--- config.mk ---
export PLATFORM = sky130hd
export DESIGN_NAME = serial_subtractor
export DESIGN_NICKNAME = d
export VERILOG_FILES = /design/src/rtl/serial_sub_pkg.sv /design/src/rtl/full_subtractor.sv /design/src/rtl/serial_subtractor.sv
export SDC_FILE = /design/constraint.sdc
export NUM_CORES = 1
export LEC_CHECK = 0
export CORE_ASPECT_RATIO = 0.5
export CORE_MARGIN = 5
export CORE_UTILIZATION = 50
export DETAILED_ROUTE_END_ITERATION = 7
export HOLD_SLACK_MARGIN = 0.03
export MAX_ROUTING_LAYER = met4
export PLACE_DENSITY = 0.78
export SETUP_SLACK_MARGIN = 0.4
export SLEW_MARGIN = 20
export SYNTH_ARGS = -nofsm -noshare
export SYNTH_HDL_FRONTEND = slang
export SYNTH_SLANG_ARGS = --single-unit
export TNS_END_PERCENT = 5
--- constraint.sdc ---
create_clock -name clk -period 1.9 [get_ports clk]
set_input_delay 0.19 -clock clk [delete_from_list [all_inputs] [get_ports clk]]
set_output_delay 0.19 -clock clk [all_outputs]
set_load 0.05 [all_outputs]
--- src/rtl/serial_sub_pkg.sv ---
// Shared definitions for the bit-serial subtractor: FSM state type and encoding.
// Optional feature macro used by the top: SERIAL_SUB_OVF_EN (signed overflow output).
package serial_sub_pkg;

    localparam int STATE_W = 2;

    typedef enum logic [STATE_W-1:0] {
        IDLE  = 2'd0,
        SHIFT = 2'd1,
        DONE  = 2'd2
    } state_t;

endpackage

--- src/rtl/full_subtractor.sv ---
// One-bit full subtractor: d = a - b - bin, built from two half subtractors and an OR.
module full_subtractor (
    input  logic a,
    input  logic b,
    input  logic bin,
    output logic d,
    output logic bout
);

    logic d1;
    logic b1;
    logic b2;
    logic na;
    logic nd1;

    // First half subtractor: a - b
    xor g_hs1_d (d1, a, b);
    not g_hs1_n (na, a);
    and g_hs1_b (b1, na, b);

    // Second half subtractor: (a - b) - bin
    xor g_hs2_d (d, d1, bin);
    not g_hs2_n (nd1, d1);
    and g_hs2_b (b2, nd1, bin);

    // A borrow from either stage propagates out
    or  g_bout  (bout, b1, b2);

endmodule

--- src/rtl/serial_subtractor.sv ---
// Bit-serial W-bit subtractor (diff = a - b - bin), one bit per clock, LSB first.
// Operands enter through a valid/ready handshake, the result leaves through another.
// Optional macro SERIAL_SUB_OVF_EN adds the signed-overflow output ovf.
module serial_subtractor
    import serial_sub_pkg::*;
#(
    parameter int W = 8
) (
    input  logic         clk,
    input  logic         rst_n,
    input  logic         in_valid,
    output logic         in_ready,
    input  logic [W-1:0] a,
    input  logic [W-1:0] b,
    input  logic         bin,
    output logic         out_valid,
    input  logic         out_ready,
    output logic [W-1:0] diff,
    output logic         bout
`ifdef SERIAL_SUB_OVF_EN
    ,
    output logic         ovf
`endif
);

    // Counter is at least one bit wide so that W=1 still builds
    localparam int CW = (W > 1) ? $clog2(W) : 1;

    state_t          state_q;
    logic [W-1:0]    a_q;
    logic [W-1:0]    b_q;
    logic [W-1:0]    diff_q;
    logic [CW-1:0]   cnt_q;
    logic            borrow_q;
    logic            bout_q;
    logic            in_ready_q;
    logic            out_valid_q;
`ifdef SERIAL_SUB_OVF_EN
    logic            ovf_q;
`endif

    // Outputs of the single full-subtractor cell working on the operand LSBs
    logic            d_d;
    logic            borrow_d;

    full_subtractor u_fs (
        .a    (a_q[0]),
        .b    (b_q[0]),
        .bin  (borrow_q),
        .d    (d_d),
        .bout (borrow_d)
    );

    // FSM, counter, shift registers and borrow flip-flop with registered handshake outputs
    always_ff @(posedge clk or negedge rst_n) begin
        if (!rst_n) begin
            state_q     <= IDLE;
            a_q         <= '0;
            b_q         <= '0;
            diff_q      <= '0;
            cnt_q       <= '0;
            borrow_q    <= 1'b0;
            bout_q      <= 1'b0;
            in_ready_q  <= 1'b1;
            out_valid_q <= 1'b0;
`ifdef SERIAL_SUB_OVF_EN
            ovf_q       <= 1'b0;
`endif
        end else begin
            case (state_q)
                IDLE: begin
                    if (in_valid && in_ready_q) begin
                        a_q        <= a;
                        b_q        <= b;
                        borrow_q   <= bin;
                        cnt_q      <= '0;
                        in_ready_q <= 1'b0;
                        state_q    <= SHIFT;
                    end
                end
                SHIFT: begin
                    a_q      <= a_q >> 1;
                    b_q      <= b_q >> 1;
                    // New difference bit enters at the MSB; after W shifts bit 0 is the LSB
                    diff_q   <= W'({d_d, diff_q} >> 1);
                    borrow_q <= borrow_d;
                    cnt_q    <= cnt_q + 1'b1;
                    if (cnt_q == CW'(W - 1)) begin
                        bout_q      <= borrow_d;
`ifdef SERIAL_SUB_OVF_EN
                        // Signed overflow: borrow into the MSB differs from borrow out of it
                        ovf_q       <= borrow_q ^ borrow_d;
`endif
                        out_valid_q <= 1'b1;
                        state_q     <= DONE;
                    end
                end
                DONE: begin
                    if (out_ready) begin
                        out_valid_q <= 1'b0;
                        in_ready_q  <= 1'b1;
                        state_q     <= IDLE;
                    end
                end
                default: begin
                    out_valid_q <= 1'b0;
                    in_ready_q  <= 1'b1;
                    state_q     <= IDLE;
                end
            endcase
        end
    end

    assign in_ready  = in_ready_q;
    assign out_valid = out_valid_q;
    assign diff      = diff_q;
    assign bout      = bout_q;
`ifdef SERIAL_SUB_OVF_EN
    assign ovf       = ovf_q;
`endif

endmodule

==> impl_results.rst <==
Flow metrics
------------

.. list-table::
   :header-rows: 1

   * - Metric
     - Value
   * - Result of the run
     - complete, no violations
   * - Fraction of power consumed by sequential logic
     - 0.391
   * - Type of the worst min-delay path
     - in -> async
   * - PwrDens
     - 1580 nW/um^2
   * - Clock tree buffer depth
     - 2
   * - Most utilized layer in the global route result
     - met2
   * - Floorplan die area
     - 4320 um^2
   * - Top cell types by occurrence after synthesis
     - dfrtp_1, o21ai_0, mux2i_1, o21ai_1, mux2_2
   * - Cell area after synthesis
     - 1530 um^2
   * - Post-CTS clock slew at the launch and capture registers of the worst setup and hold paths
     - 0.07 ns
   * - Global Route met2 Usage
     - 0.244
   * - Post-DP HPWL
     - 2.13 mm
   * - Vias in the first global route
     - 1143
   * - Post-synth top area share
     - 0.525
   * - Critical path cell sequence
     - clkdlybuf4s50_1
   * - Wl on met1
     - 1.45 mm
   * - Crit path max-delay cell type
     - clkdlybuf4s50_1
   * - Clock Tree Root
     - clkbuf_8
   * - Total power consumption of the routed design
     - 0.00307 W
   * - Post-synth EDFFs
     - 0
   * - Worst Path Buf+Inv
     - 1
   * - Critical path launch point type
     - flip-flop
   * - Seq share, synth
     - 0.542
## state kept, by name, summed over array words and instances (netlist names)
| register | cells |
|---|---|
| cnt_q | 3 |
| a_q | 8 |
| out_valid | 1 |
| borrow_q | 1 |
| b_q | 8 |
| state_q | 2 |
| in_ready | 1 |
| bout | 1 |
| diff | 8 |
## cell usage in the layout, fill, tap and decap left out, types with 5 or more instances in the layout
master	count
dfrtp_1	32
clkdlybuf4s50_1	28
o21ai_0	19
mux2i_1	15
o21ai_1	15
mux2_2	10
buf_4	6
inv_1	5
nand2_1	5
clkbuf_8	5
## cell type report
cell class,instances,area (um^2)
Clock buffer,5,68.8
Clock inverter,3,17.5
Fill cell,234,1020
Inverter,5,18.8
Multi-Input combinational cell,81,608
Sequential cell,33,831
Tap cell,40,50.0
Timing Repair Buffer,36,347
## timing repair
action | CTS | global route
endpoints found under the setup margin | 19 | 28
endpoints found under the hold margin | 0 | 0
pin swaps | 0 | 0
resized | 1 | 2
## through the flow
stage	setup slack (ns)	instance area, um^2
final	0.232	1940
after global routing	0.198	1940
after CTS	0.220	1940
after detailed placement	0.0278	1850
after global placement	0.0840	1850
after floorplan	0.383	1540
## cell families after synthesis
kind of cell / share of synthesized area
fa+ha+maj: 0.0295
mux: 0.172
compound gates: 0.158
buf+inv: 0.0656
simple gates: 0.0328
flops: 0.542
## path summary, 6_finish.rpt
check | from | end | slack, ns | depth (start not counted)
max reg2reg | in_ready | a_q[5] | 0.42 | 4
min in group clk | b_q[7] | b_q[7] | 0.49 | 1
min reg2reg | b_q[7] | b_q[7] | 0.49 | 1
max in group asynchronous | rst_n | in_ready | 1.28 | 2
max | diff[5] | diff[5] | 0.23 | 1
min | rst_n | a_q[7] | 0.30 | 2
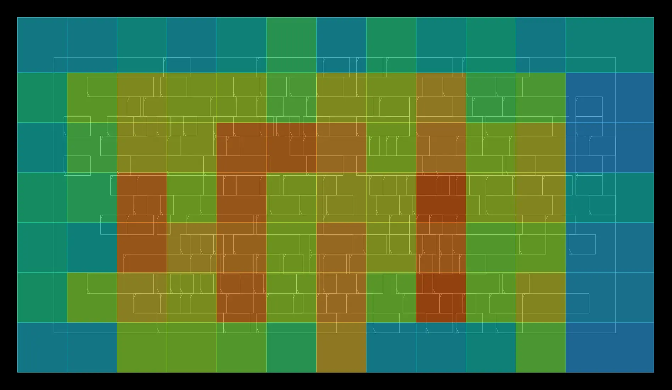
Fig. 1. Routing congestion map.
wire per inst: 15.0 um
met1 usage in global routing: 0.217
share of the core filled with cells: 0.656
M3 GR Usage: 0.0405

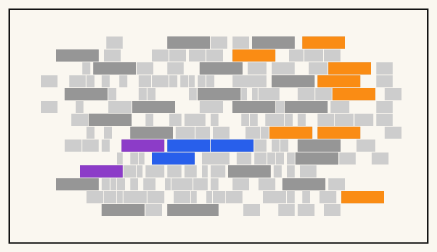
Fig. 2. Where the registers sit.
Other sequential cells in the stronger grey, the rest of the logic in the fainter grey.
Key: blue = `cnt_q` [sequential cells 3]; orange = `diff` [sequential cells 8]; purple = `state_q` [sequential cells 2]
Another 20 sequential cells are not coloured.

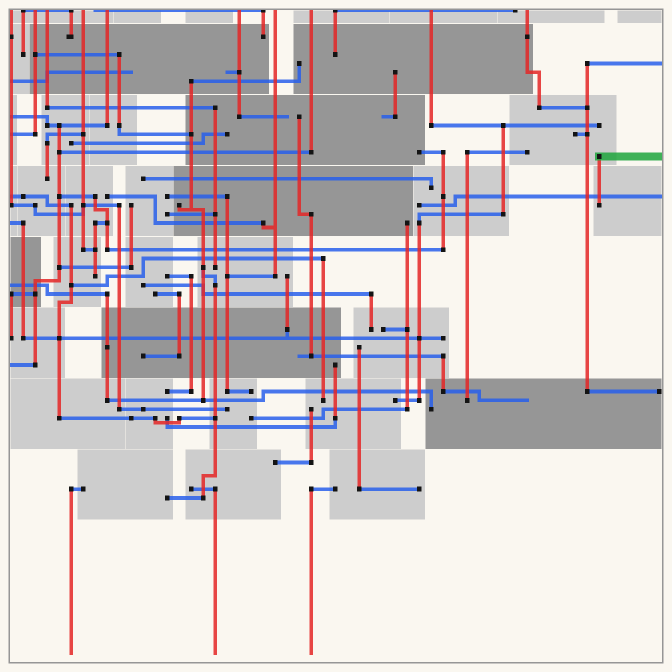
Fig. 3. A small window of the routed layout.
Window x 54 to 79, y 0 to 25 um. Cells in grey, sequential cells in the stronger grey; small squares are vias.
Key: green = metal 3; blue = metal 1; red = metal 2
Netlist names of flops here include `b_q` (3), `diff` (3). 26 logic cells have their middle in the window. Sequential cells in the window: 6. Most frequent: dfrtp_1 (6), mux2i_1 (5).

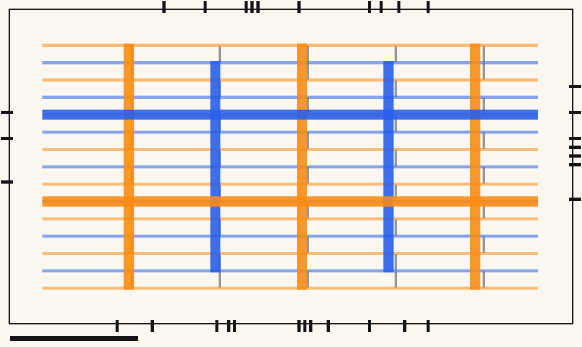
Fig. 4. Power grid.
Bar = 20 um. Pins as bars on the die edge. Tap cells in grey.
Key: orange = VSS; blue = VDD
32 signal pins sit on the boundary. 15 met1 rails follow the rows. 2 straps on met5. 40 tap cells. The core has 14 rows.

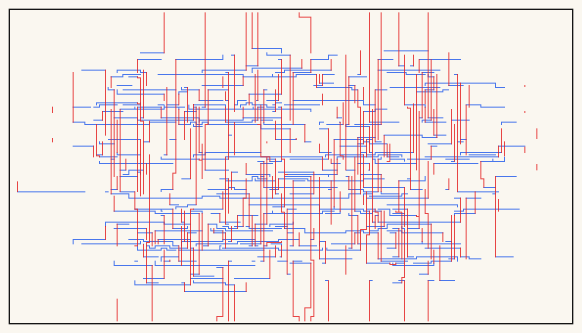
Fig. 5. Metal layers overlaid.
Two of the layers only.
Key: blue = metal 1 [wire length 1450 um]; red = metal 2 [wire length 1420 um]

Power is estimated from default activity; no workload was simulated.
